### A small window of the routed layout

Window x 16 to 41, y 73 to 98 um. Cells in grey, sequential cells in the stronger grey; small squares are vias.
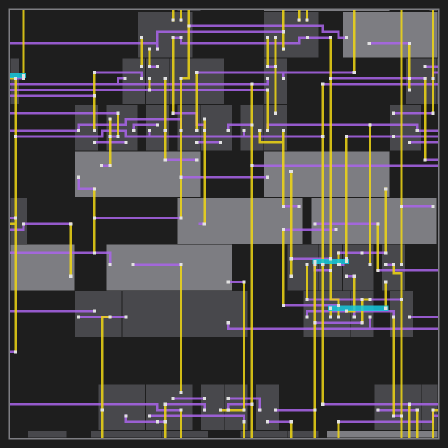
### Congestion heat map

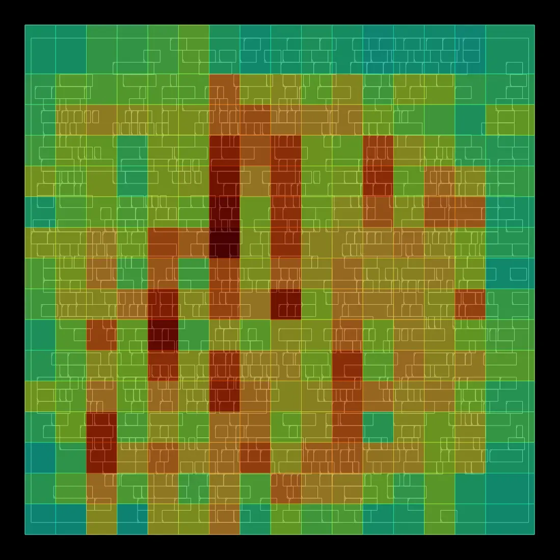
### Metal 1

Scale: 4 px per um.
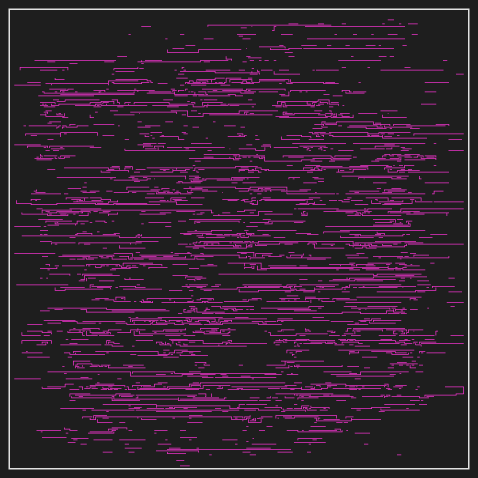
### Sizing map

Scale: 3 px per um.
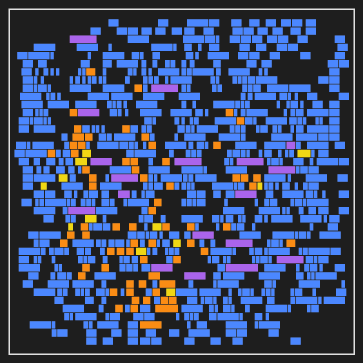
### Cell classes on the final placement

Scale: 3 px per um.
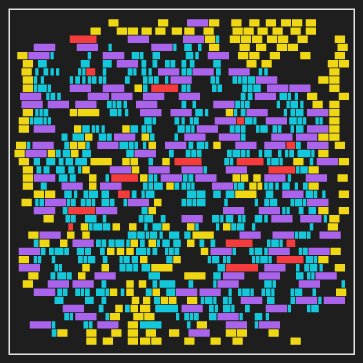
[config.mk]
export PLATFORM = sky130hd
export DESIGN_NAME = rv64_alu_decode
export DESIGN_NICKNAME = d
export VERILOG_FILES = /design/src/rtl/alu_pkg.sv /design/src/rtl/rv64_alu_decode_comb.sv /design/src/rtl/rv64_alu_decode.sv
export SDC_FILE = /design/constraint.sdc
export NUM_CORES = 1
export LEC_CHECK = 0
export CORE_UTILIZATION = 40
export CTS_CLUSTER_DIAMETER = 60
export DETAILED_ROUTE_END_ITERATION = 10
export PLACE_DENSITY_LB_ADDON = 0.12
export SLEW_MARGIN = 20
export SYNTH_ARGS = -nofsm -noshare
export SYNTH_HDL_FRONTEND = slang
export SYNTH_SLANG_ARGS = --single-unit
export TNS_END_PERCENT = 20
[constraint.sdc]
create_clock -name clk -period 2.7 [get_ports clk]
set_clock_uncertainty 0.2 [all_clocks]
set_input_delay 0.81 -clock clk [delete_from_list [all_inputs] [get_ports clk]]
set_output_delay 0.81 -clock clk [all_outputs]
set_load 0.005 [all_outputs]
[src/rtl/alu_pkg.sv]
// ALU op codes, RV64 opcode constants, the decoded-entry record and the
// skid-buffer state encoding shared by the decode stage.
package alu_pkg;

    typedef enum logic [4:0] {
        ALU_ADD  = 5'd0,
        ALU_SUB  = 5'd1,
        ALU_AND  = 5'd2,
        ALU_OR   = 5'd3,
        ALU_XOR  = 5'd4,
        ALU_SLT  = 5'd5,
        ALU_SLTU = 5'd6,
        ALU_SLL  = 5'd7,
        ALU_SRL  = 5'd8,
        ALU_SRA  = 5'd9,
        ALU_ADDW = 5'd10,
        ALU_SUBW = 5'd11,
        ALU_SLLW = 5'd12,
        ALU_SRLW = 5'd13,
        ALU_SRAW = 5'd14
    } alu_op_e;

    localparam logic [6:0] OPC_OP        = 7'b0110011;
    localparam logic [6:0] OPC_OP_IMM    = 7'b0010011;
    localparam logic [6:0] OPC_OP_32     = 7'b0111011;
    localparam logic [6:0] OPC_OP_IMM_32 = 7'b0011011;
    localparam logic [6:0] OPC_LUI       = 7'b0110111;

    localparam logic [6:0] F7_BASE = 7'b0000000;
    localparam logic [6:0] F7_ALT  = 7'b0100000;
    localparam logic [5:0] F6_BASE = 6'b000000;
    localparam logic [5:0] F6_ALT  = 6'b010000;

    typedef struct packed {
        logic        illegal;
        alu_op_e     sel;
        logic [63:0] imm;
        logic        use_imm;
        logic [4:0]  rs1;
        logic [4:0]  rs2;
        logic [4:0]  rd;
        logic        we;
    } dec_entry_t;

    typedef enum logic [1:0] {
        ST_EMPTY = 2'd0,
        ST_ONE   = 2'd1,
        ST_TWO   = 2'd2
    } skid_state_e;

    // Sign-extended I-type immediate.
    function automatic logic [63:0] sext_i(input logic [31:0] instr);
        return {{52{instr[31]}}, instr[31:20]};
    endfunction

    // Base-set op for a funct3 when funct7 selects the non-alternate form.
    function automatic alu_op_e f3_base_op(input logic [2:0] f3);
        alu_op_e op;
        case (f3)
            3'b000:  op = ALU_ADD;
            3'b001:  op = ALU_SLL;
            3'b010:  op = ALU_SLT;
            3'b011:  op = ALU_SLTU;
            3'b100:  op = ALU_XOR;
            3'b101:  op = ALU_SRL;
            3'b110:  op = ALU_OR;
            default: op = ALU_AND;
        endcase
        return op;
    endfunction

endpackage

[src/rtl/rv64_alu_decode_comb.sv]
// Combinational RV64 integer-ALU instruction decoder: raw word -> entry.
// Word-size ops (OP-32 / OP-IMM-32) are decoded only when RV64_WORD_OPS_EN
// is defined; otherwise those opcodes decode as illegal.
module rv64_alu_decode_comb
    import alu_pkg::*;
(
    input  logic [31:0] instr,
    output dec_entry_t  entry
);

    logic [6:0] opcode;
    logic [2:0] f3;
    logic [6:0] f7;
    logic [5:0] f6;

    assign opcode = instr[6:0];
    assign f3     = instr[14:12];
    assign f7     = instr[31:25];
    assign f6     = instr[31:26];

    // Decode fields per opcode, then force the canonical illegal encoding.
    always_comb begin
        logic illegal_c;
        illegal_c     = 1'b0;
        entry         = '0;
        entry.rs1     = instr[19:15];
        entry.rs2     = instr[24:20];
        entry.rd      = instr[11:7];
        entry.we      = 1'b1;
        entry.sel     = ALU_ADD;

        case (opcode)
            OPC_OP: begin
                entry.use_imm = 1'b0;
                if (f7 == F7_BASE) begin
                    entry.sel = f3_base_op(f3);
                end else if (f7 == F7_ALT && f3 == 3'b000) begin
                    entry.sel = ALU_SUB;
                end else if (f7 == F7_ALT && f3 == 3'b101) begin
                    entry.sel = ALU_SRA;
                end else begin
                    illegal_c = 1'b1;
                end
            end
            OPC_OP_IMM: begin
                entry.use_imm = 1'b1;
                entry.rs2     = 5'd0;
                entry.imm     = sext_i(instr);
                entry.sel     = f3_base_op(f3);
                if (f3 == 3'b001 || f3 == 3'b101) begin
                    // Shifts carry a 6-bit shamt, zero-extended.
                    entry.imm = {58'd0, instr[25:20]};
                    if (f6 == F6_ALT && f3 == 3'b101) begin
                        entry.sel = ALU_SRA;
                    end else if (f6 != F6_BASE) begin
                        illegal_c = 1'b1;
                    end
                end
            end
            OPC_LUI: begin
                entry.use_imm = 1'b1;
                entry.rs1     = 5'd0;
                entry.rs2     = 5'd0;
                entry.sel     = ALU_ADD;
                entry.imm     = {{32{instr[31]}}, instr[31:12], 12'd0};
            end
`ifdef RV64_WORD_OPS_EN
            OPC_OP_32: begin
                entry.use_imm = 1'b0;
                if (f7 == F7_BASE && f3 == 3'b000)      entry.sel = ALU_ADDW;
                else if (f7 == F7_ALT && f3 == 3'b000)  entry.sel = ALU_SUBW;
                else if (f7 == F7_BASE && f3 == 3'b001) entry.sel = ALU_SLLW;
                else if (f7 == F7_BASE && f3 == 3'b101) entry.sel = ALU_SRLW;
                else if (f7 == F7_ALT && f3 == 3'b101)  entry.sel = ALU_SRAW;
                else                                    illegal_c = 1'b1;
            end
            OPC_OP_IMM_32: begin
                entry.use_imm = 1'b1;
                entry.rs2     = 5'd0;
                // Word shifts take a 5-bit shamt; instr[25] set is rejected
                // by the full funct7 compare below.
                entry.imm     = {59'd0, instr[24:20]};
                if (f3 == 3'b000) begin
                    entry.sel = ALU_ADDW;
                    entry.imm = sext_i(instr);
                end
                else if (f7 == F7_BASE && f3 == 3'b001) entry.sel = ALU_SLLW;
                else if (f7 == F7_BASE && f3 == 3'b101) entry.sel = ALU_SRLW;
                else if (f7 == F7_ALT && f3 == 3'b101)  entry.sel = ALU_SRAW;
                else                                    illegal_c = 1'b1;
            end
`endif
            default: begin
                illegal_c = 1'b1;
            end
        endcase

        if (illegal_c) begin
            entry.illegal = 1'b1;
            entry.sel     = ALU_ADD;
            entry.imm     = 64'd0;
            entry.use_imm = 1'b0;
            entry.we      = 1'b0;
        end
    end

endmodule

[src/rtl/rv64_alu_decode.sv]
// Registered RV64 ALU decode stage with a one-entry skid buffer.
// Optional word-op decoding is enabled by defining RV64_WORD_OPS_EN.
module rv64_alu_decode
    import alu_pkg::*;
(
    input  logic        clk,
    input  logic        rst,
    input  logic        flush,
    input  logic        in_valid,
    output logic        in_ready,
    input  logic [31:0] in_instr,
    output logic        out_valid,
    input  logic        out_ready,
    output logic [4:0]  out_sel,
    output logic [63:0] out_imm,
    output logic        out_use_imm,
    output logic [4:0]  out_rs1,
    output logic [4:0]  out_rs2,
    output logic [4:0]  out_rd,
    output logic        out_we,
    output logic        out_illegal
);

    skid_state_e state_reg, state_next;
    dec_entry_t  main_reg, main_next;
    dec_entry_t  skid_reg, skid_next;
    logic        in_ready_reg, in_ready_next;
    dec_entry_t  dec_entry;
    logic        in_fire;
    logic        out_fire;

    rv64_alu_decode_comb u_comb (
        .instr (in_instr),
        .entry (dec_entry)
    );

    assign in_fire  = in_valid && in_ready_reg;
    assign out_fire = (state_reg != ST_EMPTY) && out_ready;

    // Next-state and buffer moves; flush empties both entries.
    always_comb begin
        state_next = state_reg;
        main_next  = main_reg;
        skid_next  = skid_reg;
        case (state_reg)
            ST_EMPTY: begin
                if (in_fire) begin
                    main_next  = dec_entry;
                    state_next = ST_ONE;
                end
            end
            ST_ONE: begin
                if (in_fire && out_fire) begin
                    main_next = dec_entry;
                end else if (in_fire) begin
                    skid_next  = dec_entry;
                    state_next = ST_TWO;
                end else if (out_fire) begin
                    state_next = ST_EMPTY;
                end
            end
            ST_TWO: begin
                if (out_fire) begin
                    main_next  = skid_reg;
                    state_next = ST_ONE;
                end
            end
            default: begin
                state_next = ST_EMPTY;
            end
        endcase
        if (flush) begin
            state_next = ST_EMPTY;
        end
        in_ready_next = (state_next != ST_TWO);
    end

    // State and entry registers; reset clears data and has priority.
    always_ff @(posedge clk) begin
        if (rst) begin
            state_reg    <= ST_EMPTY;
            main_reg     <= '0;
            skid_reg     <= '0;
            in_ready_reg <= 1'b1;
        end else begin
            state_reg    <= state_next;
            main_reg     <= main_next;
            skid_reg     <= skid_next;
            in_ready_reg <= in_ready_next;
        end
    end

    assign in_ready    = in_ready_reg;
    assign out_valid   = (state_reg != ST_EMPTY);
    assign out_sel     = main_reg.sel;
    assign out_imm     = main_reg.imm;
    assign out_use_imm = main_reg.use_imm;
    assign out_rs1     = main_reg.rs1;
    assign out_rs2     = main_reg.rs2;
    assign out_rd      = main_reg.rd;
    assign out_we      = main_reg.we;
    assign out_illegal = main_reg.illegal;

endmodule

==> impl_metrics.json <==
{
  "run_status": "finished, final reports clean",
  "clkSinkCount": 111,
  "drive_gt1_share_pct": 12.91,
  "ys_cells": 639,
  "synthArstFlopShare_pct": 0,
  "ant_nets": 0,
  "ys_types": 52,
  "numSynthFlops": 111,
  "drv_cap": 0,
  "powerDensity_mw_per_mm2": 521.6,
  "dp.cells": 911,
  "dieArea_mm2": 0.01310,
  "critPathRequiredTime_ns": 2.76,
  "synth_area_mm2": 0.005060,
  "fin_cells": 927,
  "tightest_slew_ns": 0.5207,
  "cts_tree": "yes",
  "clkSlewWorstSetupHoldPaths_ns": 0.07,
  "grt_pass1_vias": 4523,
  "ctsResizeCount": 0,
  "crit_chain": "clkdlybuf4s50_1 -> or3b_4 -> nor4_4 -> a21o_4 -> a21oi_1 -> o31ai_1",
  "cts_made_buffers": 9,
  "io_pins": 126,
  "crit_arrival_ns": 2.66,
  "die_y_um": 114.5,
  "place_congestion": 0.8419,
  "cp-end-kind": "register",
  "synthTopCellsByArea": "dfxtp_1 44%, a21oi_1 7.3%, nand2_1 7.3%",
  "finalSetupViolations": 0,
  "yosysSeqAreaShare_pct": 43.92,
  "yosys_area_mm2": 0.005060,
  "cp_top_family": "simple AND/OR/NAND/NOR gates",
  "relSlewSlack_pct": 65.13,
  "top_cell_area_share_pct": 43.92,
  "vdd_ir_drop_max_mv": 0.3631,
  "core-area_mm2": 0.01216,
  "warnings": 27,
  "fp_util_pct": 41.60,
  "overflow": 0,
  "critical_path.slowest_cell": "clkdlybuf4s50_1",
  "place_hpwl_mm": 10.34,
  "flop_cell": "dfxtp_1",
  "placed_cell_area_mm2": 0.006611,
  "avgViaCountPerCell": 5.366,
  "drt_iter0_drc": 380,
  "antenna_found_initial": 0,
  "most_common_cell": "dfxtp_1",
  "syn_avg_cell_area_um2": 7.918,
  "top_area_cell": "dfxtp_1",
  "postCtsHoldBufs": 0,
  "synth_cells": 639,
  "yosys_warnings": 0,
  "post_cts_buffers": 0,
  "cts_buffer_depth": 2,
  "hp-class": "reg2reg",
  "hold_violations": 0,
  "post-route-util_pct": 56.87,
  "grt_pass1_wl_mm": 23.14,
  "crit_buf_inv": 1,
  "drc": 0,
  "grt_max_degree": 42,
  "edf_count": 0,
  "clock.fmax_mhz": 385.2,
  "fin_crit_sh_pct": 96.16,
  "finalMaxSlewViolations": 0,
  "root_buffer": "clkbuf_16",
  "rsz0062_at_grt": "true",
  "final_net_count": 791,
  "die_w_um": 114.5,
  "synth_nets": 676,
  "num-fill-cells": 1166
}
-- 'A small window of the routed layout' (at the start) --
[cyan] metal 3
[purple] metal 1
[yellow] metal 2
netlist names of flops here include: skid_reg (6), out_use_imm (1)
sequential cells in the window: 7
most frequent: nand2_1 (12), dfxtp_1 (7), a21oi_1 (6)
cells with their middle in the window: 38

-- 'Congestion heat map' (at the start) --
met3 usage: 3.970%
gr usage total: 22.80%
busiest grt layer: met2

-- 'Metal 1' (at the start) --
nets with wire on the layer: 713
main direction: horizontal
WL final: 14.72 mm
met1 usage: 30.61%
Via Count: 4974

-- 'Sizing map' (at the start) --
[blue] _0 and _1 cells | cells: 661
[orange] _3 and _4 cells | cells: 68
[yellow] _2 cells | cells: 12
[purple] _6 and larger | cells: 18
area grow syn2layout: 36.70%
Non-clk bufs: 190
design area: 0.006917 mm2
final setup margin: 0.1037 ns

-- 'Cell classes on the final placement' (at the start) --
[yellow] remaining buffers and delay cells | cells: 190 | share of their area: 27%
[cyan] combinational and other logic | cells: 442 | share of their area: 35%
[purple] sequential cells | cells: 111 | share of their area: 33%
[red] clock drivers and dummy loads | cells: 16 | share of their area: 4.6%
Seq area share: 32.13%
row count: 40

[logic make-up (layout without fill, tap and decap cells)]
| group | count (synthesis) | after routing | synth area share (%) |
|---|---|---|---|
| simple gates | 266 | 266 | 23.67 |
| compound gates | 167 | 167 | 21.66 |
| flops | 111 | 111 | 43.92 |
| buf+inv | 89 | 209 | 9.767 |
| xor+xnor | 4 | 4 | 0.6925 |
| other cells | 1 | 1 | 0.07411 |
| mux | 1 | 1 | 0.2225 |
[layout by cell type (no fill, tap or decap), types with 3 or more instances in the layout]
cell	synthesis	routed
a221oi_1	10	10
nand2b_1	7	7
a21oi_1	74	74
inv_1	3	3
a211oi_1	39	39
nor3_1	18	18
nand3b_1	4	4
xnor2_1	3	3
dfxtp_1	111	111
clkbuf_16	0	9
nand2_1	98	98
o21ai_0	3	3
o211ai_1	3	3
buf_12	0	6
o31ai_1	20	20
nand3_1	39	39
a311oi_1	5	5
clkdlybuf4s50_1	0	123
buf_4	34	60
nor2_1	81	80
[power breakdown]
part | internal (mW) | switching [mW]
Combinational | 0.279 | 0.243
Clock | 0.732 | 0.637
Sequential | 1.69 | 0.0304
Total | 2.70 | 0.910
[final cells by class]
class | instances | area (um2) | area share, %
multi-input cells | 439 | 2361 | 34.14
clock inverters | 7 | 80.08 | 1.158
clock buffers | 9 | 225.2 | 3.256
repair buffers | 190 | 1807 | 26.12
well taps | 168 | 210.2 | 3.039
flip-flops and latches | 111 | 2222 | 32.13
inverters | 3 | 11.26 | 0.1628
[metal layers]
metal / up-vias / part of all wire [%] / GRT usage [%]
met1: 2348 / 45 / 30.61
li1: 2433 / - / -
met3: 13 / 6.6 / 3.970
met2: 180 / 48 / 37.21
met4: 0 / 1.2 / 7.273
met5: - / 0 / 0
[worst min-delay path: stages, from the launching register on]
cell and delay [ns]:
dfxtp_1 0.33, nand2_1 0.05, o31ai_1 0.05
[worst paths after layout]
kind / from / endpoint / slack (ns) / cells past startpoint
min: out_imm[24]$_SDFFE_PP0P_ / out_imm[24]$_SDFFE_PP0P_ / 0.25 / 2
max reg2reg: state_reg[1]$_SDFF_PP0_ / out_rs2[1]$_SDFFE_PP0P_ / 0.68 / 4
min reg2reg: out_imm[24]$_SDFFE_PP0P_ / out_imm[24]$_SDFFE_PP0P_ / 0.25 / 2
max: in_instr[2] / out_imm[15]$_SDFFE_PP0P_ / 0.10 / 6
[metrics by stage]
step / worst slack [ns] / hold slack, ns / total power, mW / TNS (ns)
6_report: 0.1037 / 0.2538 / 3.608 / 0
5_1_grt: -0.02391 / 0.2709 / 3.755 / -0.02391
4_1_cts: 0.1014 / 0.2578 / 3.642 / 0
3_3_place_gp: -0.2299 / 0.2338 / 2.271 / -8.326
3_5_place_dp: -0.2691 / 0.2425 / 2.278 / -11.74
2_1_floorplan: 0.2423 / 0.2320 / 1.992 / 0
Power figures rest on the tool's default switching activity, not on a simulated workload.
